Fig. 1: pin map
Scale bar: 20 um. Pins as bars across the die edge, other pins in grey.
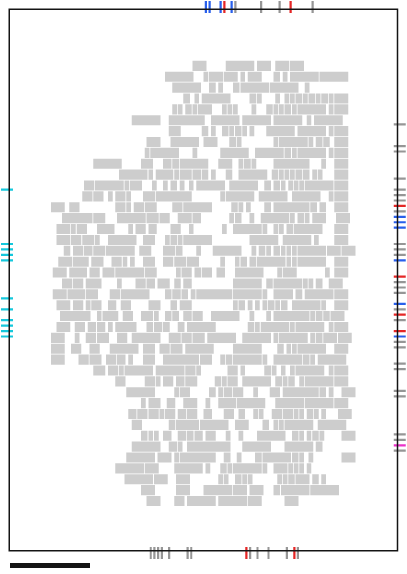
Fig. 2: local utilization
The die is cut into 10 by 14 equal tiles; white is low, dark blue is high, 0 to 100% covered.
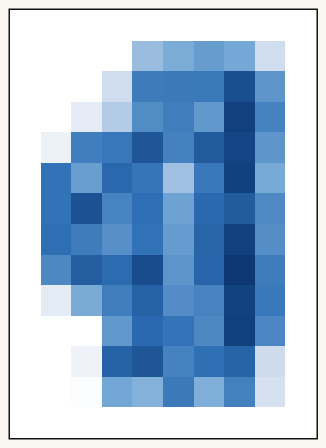
`config.mk`:
```
export PLATFORM = sky130hd
export DESIGN_NAME = ins_loader_flat
export DESIGN_NICKNAME = d
export VERILOG_FILES = /design/src/rtl/ins_loader_if.sv /design/src/rtl/ins_loader.sv /design/src/flat_wrapper.sv
export SDC_FILE = /design/constraint.sdc
export NUM_CORES = 1
export LEC_CHECK = 0
export CAP_MARGIN = 25
export CORE_ASPECT_RATIO = 1.5
export CORE_MARGIN = 10
export CORE_UTILIZATION = 45
export CTS_CLUSTER_DIAMETER = 200
export DETAILED_ROUTE_END_ITERATION = 8
export PLACE_DENSITY = 0.77
export REMOVE_ABC_BUFFERS = 1
export SYNTH_ARGS = -nofsm -noshare
export SYNTH_HDL_FRONTEND = slang
export SYNTH_SLANG_ARGS = --single-unit
```
`constraint.sdc`:
```
create_clock -name clk -period 2.24 [get_ports clk]
set_clock_uncertainty 0.05 [all_clocks]
set_input_delay 0.336 -clock clk [delete_from_list [all_inputs] [get_ports clk]]
set_output_delay 0.336 -clock clk [all_outputs]
set_load 0.02 [all_outputs]
```
`src/rtl/ins_loader_if.sv`:
```
// Byte-stream, control and imem-write signals of the instruction loader.
// Combinational bundle only; no latency of its own.
// Backpressure is in_ready from the loader toward the byte source.
interface ins_loader_if #(
    parameter int DATA_WIDTH = 32,
    parameter int BUS_WIDTH  = 10
);
    logic                  start;
    logic [BUS_WIDTH:0]    word_count;
    logic                  in_valid;
    logic [7:0]            in_data;
    logic                  in_ready;
    logic                  imem_we;
    logic [BUS_WIDTH-1:0]  imem_waddr;
    logic [DATA_WIDTH-1:0] imem_wdata;
    logic                  cpu_halt;
    logic                  busy;
    logic                  done;
    logic                  err;

    // Host / byte source side.
    modport master (
        output start, word_count, in_valid, in_data,
        input  in_ready, imem_we, imem_waddr, imem_wdata, cpu_halt, busy, done, err
    );

    // Loader side.
    modport slave (
        input  start, word_count, in_valid, in_data,
        output in_ready, imem_we, imem_waddr, imem_wdata, cpu_halt, busy, done, err
    );
endinterface

```
`src/rtl/ins_loader.sv`:
```
// Streams bytes into big-endian DATA_WIDTH words and writes them to imem from address 0, CPU halted meanwhile.
// Last byte in cycle N -> imem_we in N+1 -> done in N+2; bad word_count -> done/err the cycle after start.
// in_ready is high only in RECV (and CHK); the loader stalls indefinitely while in_valid is low.
// Optional: define CHECKSUM_EN to require a trailing mod-256 sum byte after the last word.
module ins_loader #(
    parameter int DATA_WIDTH = 32,
    parameter int BUS_WIDTH  = 10
) (
    input logic         clk,
    input logic         rst,
    ins_loader_if.slave io
);
    localparam int NBYTES = DATA_WIDTH / 8;
    localparam int BCW    = (NBYTES > 1) ? $clog2(NBYTES) : 1;

    localparam logic [BCW-1:0]       LAST_BYTE = BCW'(NBYTES - 1);
    localparam logic [BCW-1:0]       BYTE_ONE  = BCW'(1);
    localparam logic [BUS_WIDTH-1:0] IDX_ONE   = BUS_WIDTH'(1);
    localparam logic [BUS_WIDTH:0]   WC_ONE    = (BUS_WIDTH + 1)'(1);
    localparam logic [BUS_WIDTH:0]   MAX_WORDS = {1'b1, {BUS_WIDTH{1'b0}}};

    typedef enum logic [2:0] {
        IDLE  = 3'd0,
        RECV  = 3'd1,
        WRITE = 3'd2,
`ifdef CHECKSUM_EN
        CHK   = 3'd3,
`endif
        FIN   = 3'd4
    } state_t;

    state_t                state;
    logic [BCW-1:0]        byte_cnt;
    logic [BUS_WIDTH-1:0]  index;
    logic [BUS_WIDTH-1:0]  last_idx;
    logic [DATA_WIDTH-1:0] shreg;
    logic [DATA_WIDTH-1:0] shifted;
    logic                  take;
`ifdef CHECKSUM_EN
    logic [7:0]            sum;
`endif

    // Incoming byte enters at the LSB, so the first byte of a word ends up in the top byte.
    assign shifted = DATA_WIDTH'({shreg, io.in_data});
    assign take    = io.in_valid && io.in_ready;

    // Load sequencer; all outputs are registered and updated on state transitions.
    always_ff @(posedge clk) begin
        if (rst) begin
            state         <= IDLE;
            byte_cnt      <= '0;
            index         <= '0;
            last_idx      <= '0;
            shreg         <= '0;
            io.in_ready   <= 1'b0;
            io.imem_we    <= 1'b0;
            io.imem_waddr <= '0;
            io.imem_wdata <= '0;
            io.cpu_halt   <= 1'b0;
            io.busy       <= 1'b0;
            io.done       <= 1'b0;
            io.err        <= 1'b0;
`ifdef CHECKSUM_EN
            sum           <= '0;
`endif
        end else begin
            // Strobes last exactly one cycle unless re-asserted below.
            io.imem_we <= 1'b0;
            io.done    <= 1'b0;
            io.err     <= 1'b0;
            case (state)
                IDLE: begin
                    if (io.start) begin
                        io.busy     <= 1'b1;
                        io.cpu_halt <= 1'b1;
                        if (io.word_count == '0 || io.word_count > MAX_WORDS) begin
                            state   <= FIN;
                            io.done <= 1'b1;
                            io.err  <= 1'b1;
                        end else begin
                            state       <= RECV;
                            last_idx    <= BUS_WIDTH'(io.word_count - WC_ONE);
                            index       <= '0;
                            byte_cnt    <= '0;
                            io.in_ready <= 1'b1;
`ifdef CHECKSUM_EN
                            sum         <= '0;
`endif
                        end
                    end
                end
                RECV: begin
                    if (take) begin
                        shreg <= shifted;
`ifdef CHECKSUM_EN
                        sum   <= sum + io.in_data;
`endif
                        if (byte_cnt == LAST_BYTE) begin
                            byte_cnt      <= '0;
                            state         <= WRITE;
                            io.in_ready   <= 1'b0;
                            io.imem_we    <= 1'b1;
                            io.imem_waddr <= index;
                            io.imem_wdata <= shifted;
                        end else begin
                            byte_cnt <= byte_cnt + BYTE_ONE;
                        end
                    end
                end
                WRITE: begin
                    if (index == last_idx) begin
`ifdef CHECKSUM_EN
                        state       <= CHK;
                        io.in_ready <= 1'b1;
`else
                        state       <= FIN;
                        io.done     <= 1'b1;
`endif
                    end else begin
                        index       <= index + IDX_ONE;
                        state       <= RECV;
                        io.in_ready <= 1'b1;
                    end
                end
`ifdef CHECKSUM_EN
                CHK: begin
                    if (take) begin
                        state       <= FIN;
                        io.in_ready <= 1'b0;
                        io.done     <= 1'b1;
                        io.err      <= (io.in_data != sum);
                    end
                end
`endif
                FIN: begin
                    state       <= IDLE;
                    io.busy     <= 1'b0;
                    io.cpu_halt <= 1'b0;
                end
                default: begin
                    state <= IDLE;
                end
            endcase
        end
    end
endmodule

```
`src/flat_wrapper.sv`:
```
// flat-port wrapper written by rule: the top's interface ports become plain ports
module ins_loader_flat 
#(
    parameter int DATA_WIDTH = 32,
    parameter int BUS_WIDTH  = 10
)
  (clk, rst, io_start, io_word_count, io_in_valid, io_in_data, io_in_ready, io_imem_we, io_imem_waddr, io_imem_wdata, io_cpu_halt, io_busy, io_done, io_err);
  ins_loader_if #(.DATA_WIDTH(DATA_WIDTH), .BUS_WIDTH(BUS_WIDTH)) io_i ();
  input logic clk;
  input logic rst;
  input wire logic [$bits(io_i.start)-1:0] io_start;
  input wire logic [$bits(io_i.word_count)-1:0] io_word_count;
  input wire logic [$bits(io_i.in_valid)-1:0] io_in_valid;
  input wire logic [$bits(io_i.in_data)-1:0] io_in_data;
  output wire logic [$bits(io_i.in_ready)-1:0] io_in_ready;
  output wire logic [$bits(io_i.imem_we)-1:0] io_imem_we;
  output wire logic [$bits(io_i.imem_waddr)-1:0] io_imem_waddr;
  output wire logic [$bits(io_i.imem_wdata)-1:0] io_imem_wdata;
  output wire logic [$bits(io_i.cpu_halt)-1:0] io_cpu_halt;
  output wire logic [$bits(io_i.busy)-1:0] io_busy;
  output wire logic [$bits(io_i.done)-1:0] io_done;
  output wire logic [$bits(io_i.err)-1:0] io_err;
  assign io_i.start = io_start;
  assign io_i.word_count = io_word_count;
  assign io_i.in_valid = io_in_valid;
  assign io_i.in_data = io_in_data;
  assign io_in_ready = io_i.in_ready;
  assign io_imem_we = io_i.imem_we;
  assign io_imem_waddr = io_i.imem_waddr;
  assign io_imem_wdata = io_i.imem_wdata;
  assign io_cpu_halt = io_i.cpu_halt;
  assign io_busy = io_i.busy;
  assign io_done = io_i.done;
  assign io_err = io_i.err;
  ins_loader #(.DATA_WIDTH(DATA_WIDTH), .BUS_WIDTH(BUS_WIDTH)) u_core (.clk(clk), .rst(rst), .io(io_i));
endmodule
```
==> ci_impl_report.md <==
## Implementation flow summary

| Metric | Value |
|---|---|
| Fmax achieved | `0.493 GHz` |
| Final slew viol count | `0` |
| YS chip area | `just under 4000 um2` |
| RR Startpoint | `u_core.state[2]$_SDFFE_PP0P_` |
| Crit path cell chain | `clkdlybuf4s50_1 > nor4_4 > a31oi_1 > nor4b_2 > buf_4 > buf_4 > nor2_1 > a211oi_2` |
| PnR worst setup slack | `0.211 ns` |
| WL/cell | `14.1 um` |
| Register area | `between 1500 and 2000 um2` |
| GRT busiest layer | `met2` |
| CP most frequent cell | `buf_4` |
| WHS Endpoint | `u_core.state[2]$_SDFFE_PP0P_` |
| Area share, top type | `48.4%` |
| Grt met2 use | `25.7%` |
| Clock Pin Slew Worst Setup and Hold Paths | `0.06 ns` |
| Final Util | `a little over 60%` |
| Crit Path Category | `input pin to register` |
| Post-DP HPWL | `slightly below 7 mm` |
| Post-Synthesis Cells | `486` |
| # setup viols final | `0` |
| Yosys Instances | `486` |
| Share of power burned in registers | `about 49%` |
| Worst Hold Class | `input pin to register` |
| CP Launch Type | `input pin` |
| CTS Sinks | `about 96` |
| Commonest Layout Cell | `nand2_1` |
| Top pwr grp | `registers` |
| Relative slew margins | `64.1%` |
| Logic pwr share | `between 7 and 8%` |
| Outcome | `completed` |
| Hold_sp | `rst` |
Notes on Fig. 1 above:
| port | colour | pins | direction | edge |
|---|---|---|---|---|
| `clk` | magenta | 1 | input | east |
| `io_in_data` | red | 8 | input | 4 east, 2 south, 2 north |
| `io_word_count` | cyan | 11 | input | west |
| `io_imem_waddr` | blue | 10 | output | 6 east, 4 north |
all pins by edge: 36 east, 14 south, 11 west, 10 north

Notes on Fig. 2 above:
emptiest ninth of the die: north-west
mean over tiles: 39%
densest ninth of the die: centre
fullest tile: 97%
tiles over 75% full: 17%

worst min-delay path, cell delays in order:
cell	delay (ns)
buf_2	0.11
nor3_2	0.06
o21a_1	0.09
per-layer routing:
metal / routed length, um / vias up
met3: 463 / 21
met2: 4960 / 106
li1: - / 1835
met5: 0 / -
met1: 3950 / 1693
met4: 241 / 0
state kept, by name, indices dropped and copies added (netlist names):
signal / flops
u_core.state: 3
u_core.io.done: 1
u_core.io.in_ready: 1
u_core.shreg: 24
u_core.index: 10
u_core.io.cpu_halt: 1
u_core.io.imem_we: 1
u_core.io.imem_wdata: 32
u_core.byte_cnt: 2
u_core.io.imem_waddr: 10
u_core.io.err: 1
u_core.last_idx: 10
Power figures rest on the tool's default switching activity, not on a simulated workload.
